**src/rtl/p2s_4bit_tx.sv**
```systemverilog
// Framed parallel-to-serial transmitter: a FIFO of WIDTH-bit words drained one frame every
// WIDTH clocks, LSB first. Idle frames fill the gaps so the downstream frame counter stays aligned.
module p2s_4bit_tx #(
    parameter int               WIDTH     = 4,
    parameter int               DEPTH     = 2,
    parameter logic [WIDTH-1:0] IDLE_WORD = '0
) (
    input  logic             CLK,
    input  logic             CLR,
    input  logic [WIDTH-1:0] DIN,
    input  logic             DIN_VALID,
    output logic             DIN_READY,
    output logic             SOUT,
    output logic             FS,
    output logic             BUSY,
    output logic             UNDERRUN
);
    localparam int PW = (DEPTH > 1) ? $clog2(DEPTH) : 1;
    localparam int CW = $clog2(DEPTH + 1);
    localparam int BW = $clog2(WIDTH);
    localparam logic [PW-1:0] PTR_LAST = PW'(DEPTH - 1);
    localparam logic [CW-1:0] CNT_FULL = CW'(DEPTH);
    localparam logic [BW-1:0] BIT_LAST = BW'(WIDTH - 1);

    logic [WIDTH-1:0] r_mem [DEPTH];
    logic [PW-1:0]    r_rd_ptr, r_wr_ptr;
    logic [CW-1:0]    r_count;
    logic [BW-1:0]    r_bcnt;
    logic [WIDTH-1:0] r_shreg;
    logic             r_sout, r_fs, r_busy, r_underrun;

    logic             w_load, w_empty, w_push, w_pop;
    logic [WIDTH-1:0] w_word;

    function automatic logic [PW-1:0] f_inc(input logic [PW-1:0] p);
        return (p == PTR_LAST) ? '0 : p + 1'b1;
    endfunction

    // Ready comes from the registered count only; no path from DIN_VALID.
    assign w_empty   = (r_count == '0);
    assign w_load    = (r_bcnt == BIT_LAST);
    assign DIN_READY = !CLR && (r_count < CNT_FULL);
    assign w_push    = DIN_VALID && DIN_READY;
    assign w_pop     = w_load && !w_empty;
    assign w_word    = w_empty ? IDLE_WORD : r_mem[r_rd_ptr];

    always_ff @(posedge CLK) begin
        if (w_push) r_mem[r_wr_ptr] <= DIN;
    end

    always_ff @(posedge CLK or posedge CLR) begin
        if (CLR) begin
            r_rd_ptr <= '0;
            r_wr_ptr <= '0;
            r_count  <= '0;
        end else begin
            if (w_push) r_wr_ptr <= f_inc(r_wr_ptr);
            if (w_pop)  r_rd_ptr <= f_inc(r_rd_ptr);
            case ({w_push, w_pop})
                2'b10:   r_count <= r_count + 1'b1;
                2'b01:   r_count <= r_count - 1'b1;
                default: r_count <= r_count;
            endcase
        end
    end

    // Counter resets to the last bit so the first edge after release is a load edge.
    always_ff @(posedge CLK or posedge CLR) begin
        if (CLR) begin
            r_bcnt     <= BIT_LAST;
            r_shreg    <= '0;
            r_sout     <= 1'b0;
            r_fs       <= 1'b0;
            r_busy     <= 1'b0;
            r_underrun <= 1'b0;
        end else begin
            r_bcnt <= w_load ? '0 : r_bcnt + 1'b1;
            if (w_load) begin
                r_sout     <= w_word[0];
                r_shreg    <= w_word >> 1;
                r_fs       <= 1'b1;
                r_busy     <= !w_empty;
                r_underrun <= w_empty && r_busy;
            end else begin
                r_sout     <= r_shreg[0];
                r_shreg    <= r_shreg >> 1;
                r_fs       <= 1'b0;
                r_underrun <= 1'b0;
            end
        end
    end

    assign SOUT     = r_sout;
    assign FS       = r_fs;
    assign BUSY     = r_busy;
    assign UNDERRUN = r_underrun;
endmodule

```
**config.mk**
```make
export PLATFORM = sky130hd
export DESIGN_NAME = p2s_4bit_tx
export DESIGN_NICKNAME = d
export VERILOG_FILES = /design/src/rtl/p2s_4bit_tx.sv
export SDC_FILE = /design/constraint.sdc
export NUM_CORES = 1
export LEC_CHECK = 0
export ABC_AREA = 1
export CORE_MARGIN = 2
export CORE_UTILIZATION = 54
export CTS_BUF_LIST = sky130_fd_sc_hd__clkbuf_4 sky130_fd_sc_hd__clkbuf_8
export DETAILED_ROUTE_END_ITERATION = 6
export GPL_TIMING_DRIVEN = 0
export PLACE_DENSITY = 0.79
export SLEW_MARGIN = 20
export SYNTH_ARGS = -nofsm -noshare
export SYNTH_HDL_FRONTEND = slang
export SYNTH_SLANG_ARGS = --single-unit
```
**constraint.sdc**
```tcl
create_clock -name CLK -period 2.1 [get_ports CLK]
set_clock_uncertainty 0.05 [all_clocks]
set_input_delay 0.42 -clock CLK [delete_from_list [all_inputs] [get_ports CLK]]
set_output_delay 0.42 -clock CLK [all_outputs]
set_load 0.03 [all_outputs]
```
run_1/placement.png
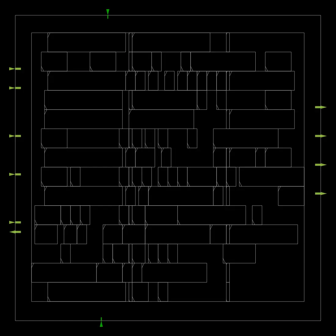
FP Rows: 14
Finished Layout Cells: 110
Seq cells: 21

run_1/power_grid.png
Bar = 10 µm. Pins as bars on the die edge. Tap cells in gray.
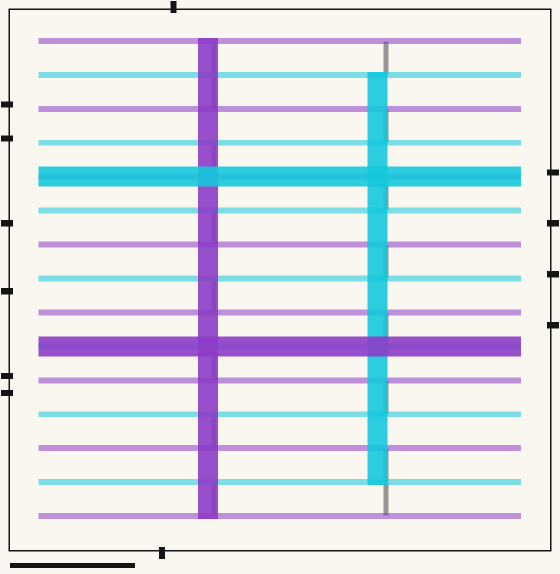
color	net
purple	VSS
cyan	VDD
met5 straps	2
rows	14
worst vdd ir: 0.742 mV
die height: 43.3 µm

==> run summary, run 1 <==
Result of the run: finished clean
Dominant flop cell: dfrtp_1
Power Dens Cells: 1060 nW/µm²
Min cycle time layout: 1870 ps
Gr ovfl total: 0
CP Capture Type: output pin
DR vias/cell: 4.78
Clock slew at reported path FFs: 110 ps
Int Pwr: 694 µW
Sw frac: 34.1%
Tool warnings: 26
Post-synthesis async set-or-reset flop share: 61.9%
Overall Power: 1.05 mW
Synthesized instance count: 79
Fin nets: 104
Unrepaired setup endpoints after global routing: false
Final hold vios: 0
GRT Total Usage: 16.1%
Clock Tree Root: clkbuf_4
Post-synth seq share: 68.2%
Combinational fraction of design power: 27.1%
Chip area line of the yosys report: 833 µm²
CTS Hold Bufs: 0
Layout area overhead: 18.8%
Biggest regs: r_mem (8), r_shreg (3)
DP HPWL: 875 µm
Fin area: 990 µm²
Crit path arrival time: 1400 ps
IO Pins: 12
Max Slew Vio Count: 0
Die X: 43.3 µm
Clk power: 187 µW
Synth top cells by count: 33 x nand2_1, 11 x dfrtp_1, 10 x inv_1
Max reg flops: 8
Dpl cells: 106
Leakage: 0.480 nW
Final period util: 89.0%
Seq pwr: 581 µW
Switching power total: 360 µW
Clock network fraction of design power: 17.8%
Share of cells above drive strength 1: 12.8%
Max clock buf depth: 2
Hold WC Path Type: reg -> reg
Yosys top cell area share: 33.0%
# fillers: 118
Yosys reg bits: 21
Yosys cell count: 79
CTS tree: built
Postcts setup bufs: 0
P_comb: 286 µW
WHS: 414 ps
Via count of the first global-routing pass: 510
PnR worst setup slack: 231 ps
DP Area: 963 µm²
Mapped Avg Cell Area: 10.5 µm²
Most common logic cells in the final layout: 33 x nand2_1, 11 x dfrtp_1, 10 x inv_1, 10 x clkdlybuf4s50_1, 8 x edfxtp_1
Post-Syn Nets: 88
Top cell excl fill/tap: nand2_1
Top reg by flops: r_mem
Routed Antenna Nets: 0
Type of origin of the critical path: input port
Fmax achieved: 0.535 GHz
Final WL: 1170 µm
H-Tree Level Count: 1
Leading area contributor after synthesis: dfrtp_1
Inserted Diodes: 0
Die ar.: 1870 µm²
Top pwr grp: sequential cells
Crit path kind: in -> out
Clk latency late pin: 300 ps
Initial antenna violation count: 0
Post-Syn Area: 833 µm²
Routed via count: 526
# clock sinks: 21
Register share of total power: 55.1%
Place WS: -35.2 ps
Setup TNS: 0 ps
Top cells by area: dfrtp_1 33%, edfxtp_1 29%, nand2_1 15%
First-pass GRT wire length: 2100 µm
Final setup viols: 0
DR WL/cell: 10.6 µm
Port-buffer cells: 11
Worst-margin pin slew: 472 ps
Synth warnings: 0
Relative slew slack: 68.5%
Post-synth EDFFs: 8
CTS buffer count: 3
First DRT Iteration DRCs: 7
CP Max Fanout: 3
Crit path DRT: 1630 ps
Distinct cells, synth: 15
Tally of max-capacitance violations: 0
Synth top cell by count: nand2_1
Largest net degree at the start of global routing: 14
Pre-Repair DR Iteration Count: 4
GPL Wtd Cong: 0.716
Residual DRC: 0
run_1/cell_density.png
Bar = 10 µm. 9 x 9 tiles, from white (low) to dark blue (high), 0 to 100% covered.
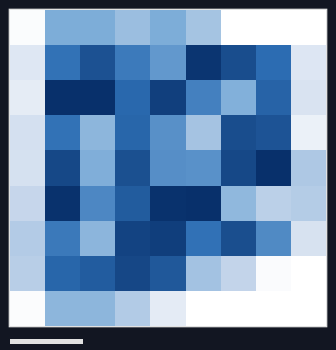
fullest tile	100%
nearly empty tiles	11%
densest ninth of the die	center
area of the core: 1470 µm²
FP Core Util: 56.6%
Final Core Density: 67.3%

run 1: cell type report:
cell class / count / area (µm²) / share of cell area [%]
repair buffers: 11 / 109 / 11.0
multi-input cells: 46 / 220 / 22.3
well taps: 16 / 20.0 / 2.02
clock buffers: 3 / 22.5 / 2.28
inverters: 12 / 45.0 / 4.55
flip-flops and latches: 21 / 568 / 57.4
clock inverters: 1 / 5.00 / 0.506
run 1: what timing repair did:
action	4_1_cts	5_1_grt
endpoints found under the hold margin	0	0
setup endpoints to repair	1	0
resized	1	0
run 1: routing by layer:
layer / vias up / global-route usage [%] / wire length, µm / part of all wire (%)
li1: 274 / - / - / -
met1: 234 / 19.1 / 527 / 45
met2: 16 / 25.4 / 569 / 49
met3: 2 / 3.83 / 58 / 5.0
met4: 0 / 10.9 / 9 / 0.77
met5: - / 0 / 0 / 0
run 1: critical path, stage by stage:
cell and delay [ps]:
clkdlybuf4s50_1 430, nor2_2 130, dlygate4sd2_1 410
run 1: worst paths after layout:
check | cells past startpoint | endpoint | start | slack, ps
min in group asynchronous | 2 | r_wr_ptr$_DFFE_PP0N_ | CLR | 420
hold reg to reg | 2 | r_shreg[0]$_DFF_PP0_ | r_shreg[1]$_DFF_PP0_ | 410
hold / removal | 2 | r_shreg[0]$_DFF_PP0_ | r_shreg[1]$_DFF_PP0_ | 410
setup / recovery | 3 | DIN_READY | CLR | 230
setup reg to reg | 8 | r_count[1]$_DFFE_PP0P_ | r_bcnt[0]$_DFF_PP1_ | 360
max in group asynchronous | 2 | r_bcnt[1]$_DFF_PP1_ | CLR | 1230
run 1: cell families after synthesis:
kind of cell / Yosys count / synth area share, %
flops: 21 / 68.2
buf+inv: 12 / 5.41
fa+ha+maj: 2 / 3.00
simple gates: 42 / 21.8
xor+xnor: 1 / 1.05
compound gates: 1 / 0.600
## Run 2: what changed since run 1
==> constraint.sdc (replaced) <==
create_clock -name CLK -period 1.9 [get_ports CLK]
set_clock_uncertainty 0.05 [all_clocks]
set_input_delay 0.38 -clock CLK [delete_from_list [all_inputs] [get_ports CLK]]
set_output_delay 0.38 -clock CLK [all_outputs]
set_load 0.03 [all_outputs]
run_2/cell_density.png
Bar = 10 µm. 9 x 9 tiles, from white (low) to dark blue (high), 0 to 100% covered.
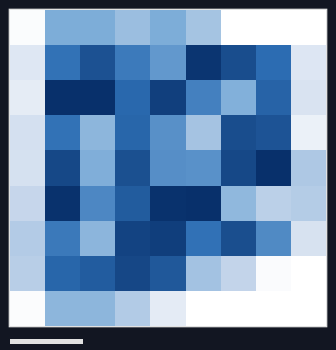
densest ninth of the die	center
nearly empty tiles	11%
emptiest ninth of the die	south-east
fullest tile	100%

==> run 2 against run 1 <==
Combinational power rose by about 10%. Power grew 11%. Count of clock-buffer cells in the layout unchanged. Die size unchanged. Hold slack worse by 34 ps. Synthesized cell count unchanged. Via count did not move.
==> run summary, run 2 <==
Result of the run: finished clean
Routed via count: 526 (unchanged)
First DRT Iteration DRCs: 7 (unchanged)
Max Slew Vio Count: 0 (unchanged)
Synth mux share: 0% (unchanged)
Crit path DRT: 1470 ps (-160 ps)
Dominant flop cell: dfrtp_1
DP HPWL: 875 µm (unchanged)
Place WS: -155 ps (-120 ps)
Top pwr grp: sequential cells
Register area: 568 µm² (unchanged)
Final WL: 1170 µm (unchanged)
CP Capture Type: output pin
Sw frac: 34.1% (about the same)
Gr ovfl total: 0 (unchanged)
H-Tree Level Count: 1 (unchanged)
Crit path arrival time: 1360 ps (-40 ps)
Finished Layout Cells: 110 (unchanged)
Delay-heaviest family, CP: buffers and inverters
GRT Total Usage: 16.1% (unchanged)
Biggest regs: r_mem (8), r_shreg (3)
Final Core Density: 67.3% (unchanged)
IO Pins: 12 (unchanged)
Distinct cells, synth: 15 (unchanged)
Synth top cell by count: nand2_1
Chip area line of the yosys report: 833 µm² (unchanged)
Post-synth seq share: 68.2% (unchanged)
Top reg by flops: r_mem
Clock Tree Root: clkbuf_4
FP Rows: 14 (unchanged)
Unrepaired setup endpoints after global routing: false
Power Dens Cells: 1180 nW/µm² (+11%)
PnR worst setup slack: 111 ps (-120 ps)
Register share of total power: 55.1% (about the same)
Crit-path slowest cell: clkdlybuf4s50_1
CP peak stage delay: 430 ps (about the same)
P_comb: 316 µW (+10%)
Logic area: 220 µm² (unchanged)
Post-Syn Area: 833 µm² (unchanged)
# clock sinks: 21 (unchanged)
Post-synthesis async set-or-reset flop share: 61.9% (unchanged)
Final hold vios: 0 (unchanged)
Residual DRC: 0 (unchanged)
Inserted Diodes: 0 (unchanged)
FP Core Util: 56.6% (unchanged)
Mapped Avg Cell Area: 10.5 µm² (unchanged)
Aoi share: 0.601% (unchanged)
Seq pwr: 642 µW (+10%)
Hold WC Path Type: in -> async
Yosys reg bits: 21 (unchanged)
Largest net degree at the start of global routing: 14 (unchanged)
Layout area overhead: 18.8% (unchanged)
Clk power: 207 µW (+11%)
Yosys cell count: 79 (unchanged)
Combinational fraction of design power: 27.1% (about the same)
Top cell excl fill/tap: nand2_1
Pre-Repair DR Iteration Count: 4 (unchanged)
Synthesized instance count: 79 (unchanged)
Post-synth EDFFs: 8 (unchanged)
# fillers: 118 (unchanged)
Synth warnings: 0 (unchanged)
WHS: 380 ps (-33.6 ps)
Max reg flops: 8 (unchanged)
Type of origin of the critical path: input port
Logic family by area: simple AND/OR/NAND/NOR gates
CP Max Fanout: 3 (unchanged)
Simple share: 21.8% (unchanged)
CTS Hold Bufs: 0 (unchanged)
Leakage: 0.480 nW (unchanged)
Worst R2R Start: r_bcnt[0]$_DFF_PP1_
Worst-margin pin slew: 472 ps (unchanged)
Most common logic cells in the final layout: 33 x nand2_1, 11 x dfrtp_1, 10 x inv_1, 10 x clkdlybuf4s50_1, 8 x edfxtp_1
Max clock buf depth: 2 (unchanged)
Crit path kind: in -> out
Area of the core: 1470 µm² (unchanged)
Int Pwr: 767 µW (+11%)
Post-Syn Nets: 88 (unchanged)
Critical path buffers and inverters: 2 (unchanged)
Fmax achieved: 0.559 GHz
Via count of the first global-routing pass: 510 (unchanged)
Fin nets: 104 (unchanged)
CP cell instances: clkdlybuf4s50_1 -> nor2_2 -> dlygate4sd2_1
Yosys adder share: 3.00% (unchanged)
Routed Antenna Nets: 0 (unchanged)
DR WL/cell: 10.6 µm (unchanged)
CTS tree: built
Tool warnings: 26 (unchanged)
First-pass GRT wire length: 2100 µm (unchanged)
Leading area contributor after synthesis: dfrtp_1
Die ar.: 1870 µm² (unchanged)
Critical path origin: CLR
Switching power total: 397 µW (+11%)
Final period util: 94.2%
XOR Share, Synth: 1.05% (unchanged)
GPL Wtd Cong: 0.716 (unchanged)
Clk latency late pin: 300 ps (about the same)
Top cells by area: dfrtp_1 33%, edfxtp_1 29%, nand2_1 15%
Min cycle time layout: 1790 ps
Yosys top cell area share: 33.0% (unchanged)
DR vias/cell: 4.78 (unchanged)
Initial antenna violation count: 0 (unchanged)
Synth top cells by count: 33 x nand2_1, 11 x dfrtp_1, 10 x inv_1
Tally of max-capacitance violations: 0 (unchanged)
Clock network fraction of design power: 17.8% (about the same)
Port-buffer cells: 11 (unchanged)
Dpl cells: 106 (unchanged)
Postcts setup bufs: 0 (unchanged)
Relative slew slack: 68.5% (unchanged)
Clock slew at reported path FFs: 110 ps (about the same)
PostCTS Resize Cnt: 1 (unchanged)
Final setup viols: 0 (unchanged)
Share of cells above drive strength 1: 12.8% (unchanged)
CTS buffer count: 3 (unchanged)
run_2/power_grid.png
Bar = 10 µm. Pins as bars on the die edge. Tap cells in gray.
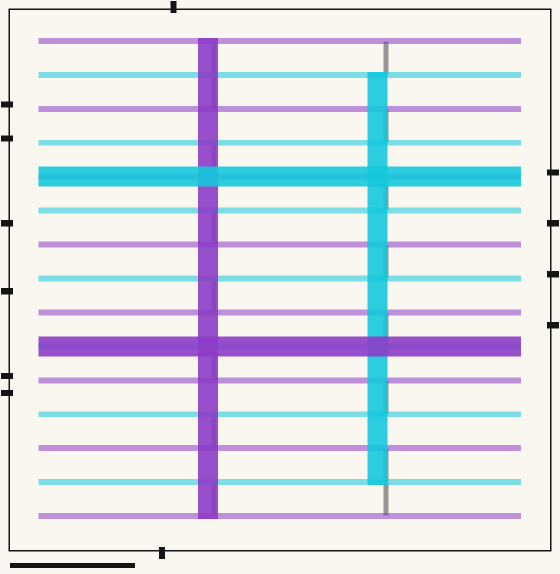
color	net
cyan	VDD
purple	VSS
met5 straps	2
tap cells	16
Die X: 43.3 µm
worst vdd ir: 0.820 mV

==> run 2: worst reg2reg max path: stages (launching register included) <==
cell and delay [ps]:
dfstp_2 550, ha_1 230, inv_2 100, nor2_4 170
ha_1 270, inv_1 90, nand3_1 70, nand2_1 70
nand2_1 50
==> run 2: cell type report <==
type | count | share of cell area, %
flip-flops and latches | 21 | 57.4
multi-input cells | 46 | 22.3
repair buffers | 11 | 11.0
inverters | 12 | 4.55
clock buffers | 3 | 2.28
well taps | 16 | 2.02
clock inverters | 1 | 0.506
==> run 2: through the flow <==
| step | setup TNS, ps | power, mW | area, µm² |
|---|---|---|---|
| finish | 0 | 1.16 | 990 |
| detailed placement | -155 | 0.971 | 963 |
| CTS | 0 | 1.17 | 990 |
| global placement | -154 | 0.956 | 963 |
| global route | 0 | 1.24 | 990 |
| floorplan | 0 | 0.861 | 833 |
==> run 2: final timing paths <==
check | to | slack, ps | depth (start not counted)
worst min-delay path | r_wr_ptr$_DFFE_PP0N_ | 380 | 2
max in group asynchronous | r_bcnt[1]$_DFF_PP1_ | 1070 | 2
min in group CLK | r_shreg[0]$_DFF_PP0_ | 410 | 2
worst min register to register | r_shreg[0]$_DFF_PP0_ | 410 | 2
worst max-delay path | DIN_READY | 110 | 3
worst max register to register | r_count[1]$_DFFE_PP0P_ | 160 | 8
==> run 2: kinds of logic after synthesis <==
group           Yosys count
simple gates             42
xor+xnor                  1
flops                    21
compound gates            1
buf+inv                  12
fa+ha+maj                 2
==> run 2: routing by layer <==
layer / global-route usage (%) / part of all wire (%) / up-vias
met1: 19.1 / 45 / 234
li1: - / - / 274
met4: 10.9 / 0.77 / 0
met2: 25.4 / 49 / 16
met5: 0 / 0 / -
met3: 3.83 / 5.0 / 2
run_2/placement.png
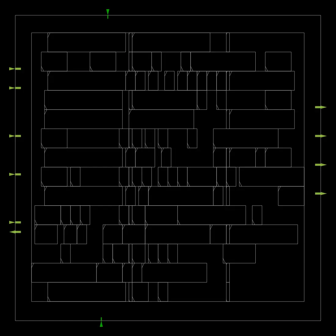

## Run 3: what changed since run 2
--- a/config.mk
+++ b/config.mk
@@ -12,6 +12,7 @@
 export DETAILED_ROUTE_END_ITERATION = 6
 export GPL_TIMING_DRIVEN = 0
 export PLACE_DENSITY = 0.79
+export SETUP_SLACK_MARGIN = 0.1
 export SLEW_MARGIN = 20
 export SYNTH_ARGS = -nofsm -noshare
 export SYNTH_HDL_FRONTEND = slang
==> constraint.sdc (replaced) <==
create_clock -name CLK -period 1.9 [get_ports CLK]
set_clock_uncertainty 0.05 [all_clocks]
set_input_delay 0.19 -clock CLK [delete_from_list [all_inputs] [get_ports CLK]]
set_output_delay 0.19 -clock CLK [all_outputs]
set_load 0.03 [all_outputs]
run_3/placement.png
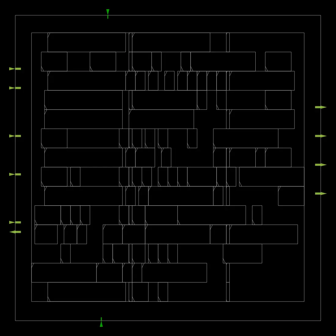
n_taps: 16
Final Core Density: 67.4%
# fillers: 117

==> run 3 against run 2 <==
Combinational power barely moved. Highest routed layer unchanged. Synthesized cell count did not move. Hold slack got worse by 190 ps. Area after synthesis did not move. Utilization rose by 0.17 points. Non-clock buffer count did not move. Critical endpoint is now r_count[1]$_DFFE_PP0P_. Sequential cell count did not move. Global-route usage did not move. Worst setup slack improved by 110 ps.
==> run summary, run 3 <==
Result of the run: finished clean
Worst vdd ir: 0.820 mV (about the same)
Synth top cell by count: nand2_1
Clock network fraction of design power: 17.8% (about the same)
Most common logic cells in the final layout: 33 x nand2_1, 11 x dfrtp_1, 10 x inv_1, 10 x clkdlybuf4s50_1, 8 x edfxtp_1
Hold WC Path Type: in -> async
Yosys top cell area share: 33.0% (unchanged)
Leading area contributor after synthesis: dfrtp_1
Top cells by area: dfrtp_1 33%, edfxtp_1 29%, nand2_1 15%
Area of the core: 1470 µm² (unchanged)
H-Tree Level Count: 1 (unchanged)
Final period util: 88.3% (-5.8 points)
Gr ovfl total: 0 (unchanged)
Switching power total: 397 µW (about the same)
Post-Syn Nets: 88 (unchanged)
Worst-margin pin slew: 472 ps (+0.0477 ps)
Unrepaired setup endpoints after global routing: false
Clk power: 207 µW (about the same)
FP Core Util: 56.6% (unchanged)
Crit path kind: reg -> reg
Register share of total power: 55.1% (about the same)
Place WS: 174 ps (+329 ps)
Synthesized instance count: 79 (unchanged)
Synth warnings: 0 (unchanged)
Most frequent CP cell: nand2_1
Max clock buf depth: 2 (unchanged)
Share of cells above drive strength 1: 13.8% (+1.1 points)
Mapped Avg Cell Area: 10.5 µm² (unchanged)
# clock sinks: 21 (unchanged)
WHS: 190 ps (-190 ps)
Post-synthesis async set-or-reset flop share: 61.9% (unchanged)
Inserted Diodes: 0 (unchanged)
Yosys cell count: 79 (unchanged)
CP Max Fanout: 6 (+3)
Combinational fraction of design power: 27.1% (about the same)
PnR worst setup slack: 221 ps (+111 ps)
Post-synth seq share: 68.2% (unchanged)
Crit path arrival time: 1840 ps (+480 ps)
Post-synth EDFFs: 8 (unchanged)
CP Capture Type: register
CTS tree: built
Int Pwr: 767 µW (about the same)
Residual DRC: 0 (unchanged)
Fin nets: 104 (unchanged)
Top cell excl fill/tap: nand2_1
Tool warnings: 26 (unchanged)
CP peak stage delay: 550 ps (+120 ps)
Clock Tree Root: clkbuf_4
CTS buffer count: 3 (unchanged)
GPL Wtd Cong: 0.716 (unchanged)
Dpl cells: 106 (unchanged)
Type of origin of the critical path: register
Min cycle time layout: 1680 ps (-111 ps)
Seq pwr: 642 µW (about the same)
Yosys reg bits: 21 (unchanged)
Post-Syn Area: 833 µm² (unchanged)
Overall Power: 1.16 mW (unchanged)
Top pwr grp: sequential cells
Clock slew at reported path FFs: 110 ps (about the same)
Crit path DRT: 2060 ps (+590 ps)
Chip area line of the yosys report: 833 µm² (unchanged)
Die X: 43.3 µm (unchanged)
Largest net degree at the start of global routing: 14 (unchanged)
Final hold vios: 0 (unchanged)
Clk latency late pin: 300 ps (about the same)
Max Slew Vio Count: 0 (unchanged)
P_comb: 316 µW (about the same)
Power Dens Cells: 1170 nW/µm² (-0.25%)
Setup TNS: 0 ps (unchanged)
Sw frac: 34.1% (about the same)
Crit-path slowest cell: dfstp_2
Distinct cells, synth: 15 (unchanged)
Leakage: 0.480 nW (about the same)
First DRT Iteration DRCs: 5 (-2)
Layout area overhead: 19.1%
Die ar.: 1870 µm² (unchanged)
Dominant flop cell: dfrtp_1
Top reg by flops: r_mem
Biggest regs: r_mem (8), r_shreg (3)
Pre-Repair DR Iteration Count: 4 (unchanged)
DP Area: 963 µm² (unchanged)
DR vias/cell: 4.75 (-0.57%)
DP HPWL: 875 µm (unchanged)
Relative slew slack: 68.5% (about the same)
Final setup viols: 0 (unchanged)
DR WL/cell: 10.6 µm (about the same)
Routed Antenna Nets: 0 (unchanged)
First-pass GRT wire length: 2100 µm (unchanged)
CP cell instances: ha_2 -> inv_2 -> nor2_4 -> ha_1 -> inv_1 -> nand3_1 -> nand2_1 -> nand2_1
Initial antenna violation count: 0 (unchanged)
Via count of the first global-routing pass: 510 (unchanged)
Tally of max-capacitance violations: 0 (unchanged)
Routed via count: 523 (-0.57%)
Postcts setup bufs: 0 (unchanged)
Finished Layout Cells: 110 (unchanged)
CTS Hold Bufs: 0 (unchanged)
FP Rows: 14 (unchanged)
Max reg flops: 8 (unchanged)
Die height: 43.3 µm
Fin area: 992 µm² (+0.25%)
Synth top cells by count: 33 x nand2_1, 11 x dfrtp_1, 10 x inv_1
Fmax achieved: 0.596 GHz (+6.6%)
Final WL: 1160 µm (about the same)
GRT Total Usage: 16.1% (unchanged)
run_3/io_fan.png
Bar = 10 µm.
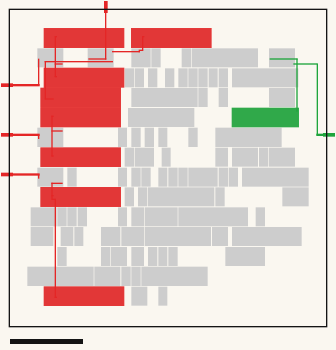
color	port	bits	direction	end cells	buffers	wire
green	UNDERRUN	1	output	1	1	24.4 µm
red	DIN	4	input	8	4	77.1 µm
IO Pins: 12
Port-buffer cells: 11

run 3: cell counts after synthesis:
No cell type changed its count.
run 3: critical path: cells and delay by family, from the launching register on:
kind,cells,cell delay (ps)
adder cells (fa/ha/maj),2,480
AND/OR/NAND/NOR,4,340
flip-flops,1,550
buffers and inverters,2,170
run 3: layout make-up:
class / count / area (µm²)
Clock buffer: 3 / 22.5
Clock inverter: 1 / 5.00
Fill cell: 117 / 479
Inverter: 12 / 45.0
Multi-Input combinational cell: 46 / 223
Sequential cell: 21 / 568
Tap cell: 16 / 20.0
Timing Repair Buffer: 11 / 109
run 3: logic make-up after synthesis:
kind of cell	after synthesis	synth area share, %
adders and majority gates	2	3.00
and+or+nand+nor	42	21.8
DFF	21	68.2
AOI/OAI and AO/OA	1	0.600
xor gates and xnor gates	1	1.05
buffers and inverters	12	5.41
run 3: layer usage:
metal  GRT usage, %  share of wire [%]
met5              0                  0
met2           25.4                 49
met1           19.1                 45
met4           10.9               0.77
met3           3.83                5.0
run 3: final timing paths:
path	from	endpoint	slack, ps	cells past startpoint
min in group CLK	r_shreg[1]$_DFF_PP0_	r_shreg[0]$_DFF_PP0_	410	2
max	r_bcnt[0]$_DFF_PP1_	r_count[1]$_DFFE_PP0P_	220	8
min reg2reg	r_shreg[1]$_DFF_PP0_	r_shreg[0]$_DFF_PP0_	410	2
max in group asynchronous	CLR	r_bcnt[1]$_DFF_PP1_	1260	2
min	CLR	r_wr_ptr$_DFFE_PP0N_	190	2
max reg2reg	r_bcnt[0]$_DFF_PP1_	r_count[1]$_DFFE_PP0P_	220	8
run 3: what timing repair did:
action                                  4_1_cts  5_1_grt
gates resized                                 1        1
endpoints found under the setup margin        1        1
hold endpoints to repair                      0        0
pin swaps                                     0        1
No activity file was given, so power comes from the tool's default toggle rates.
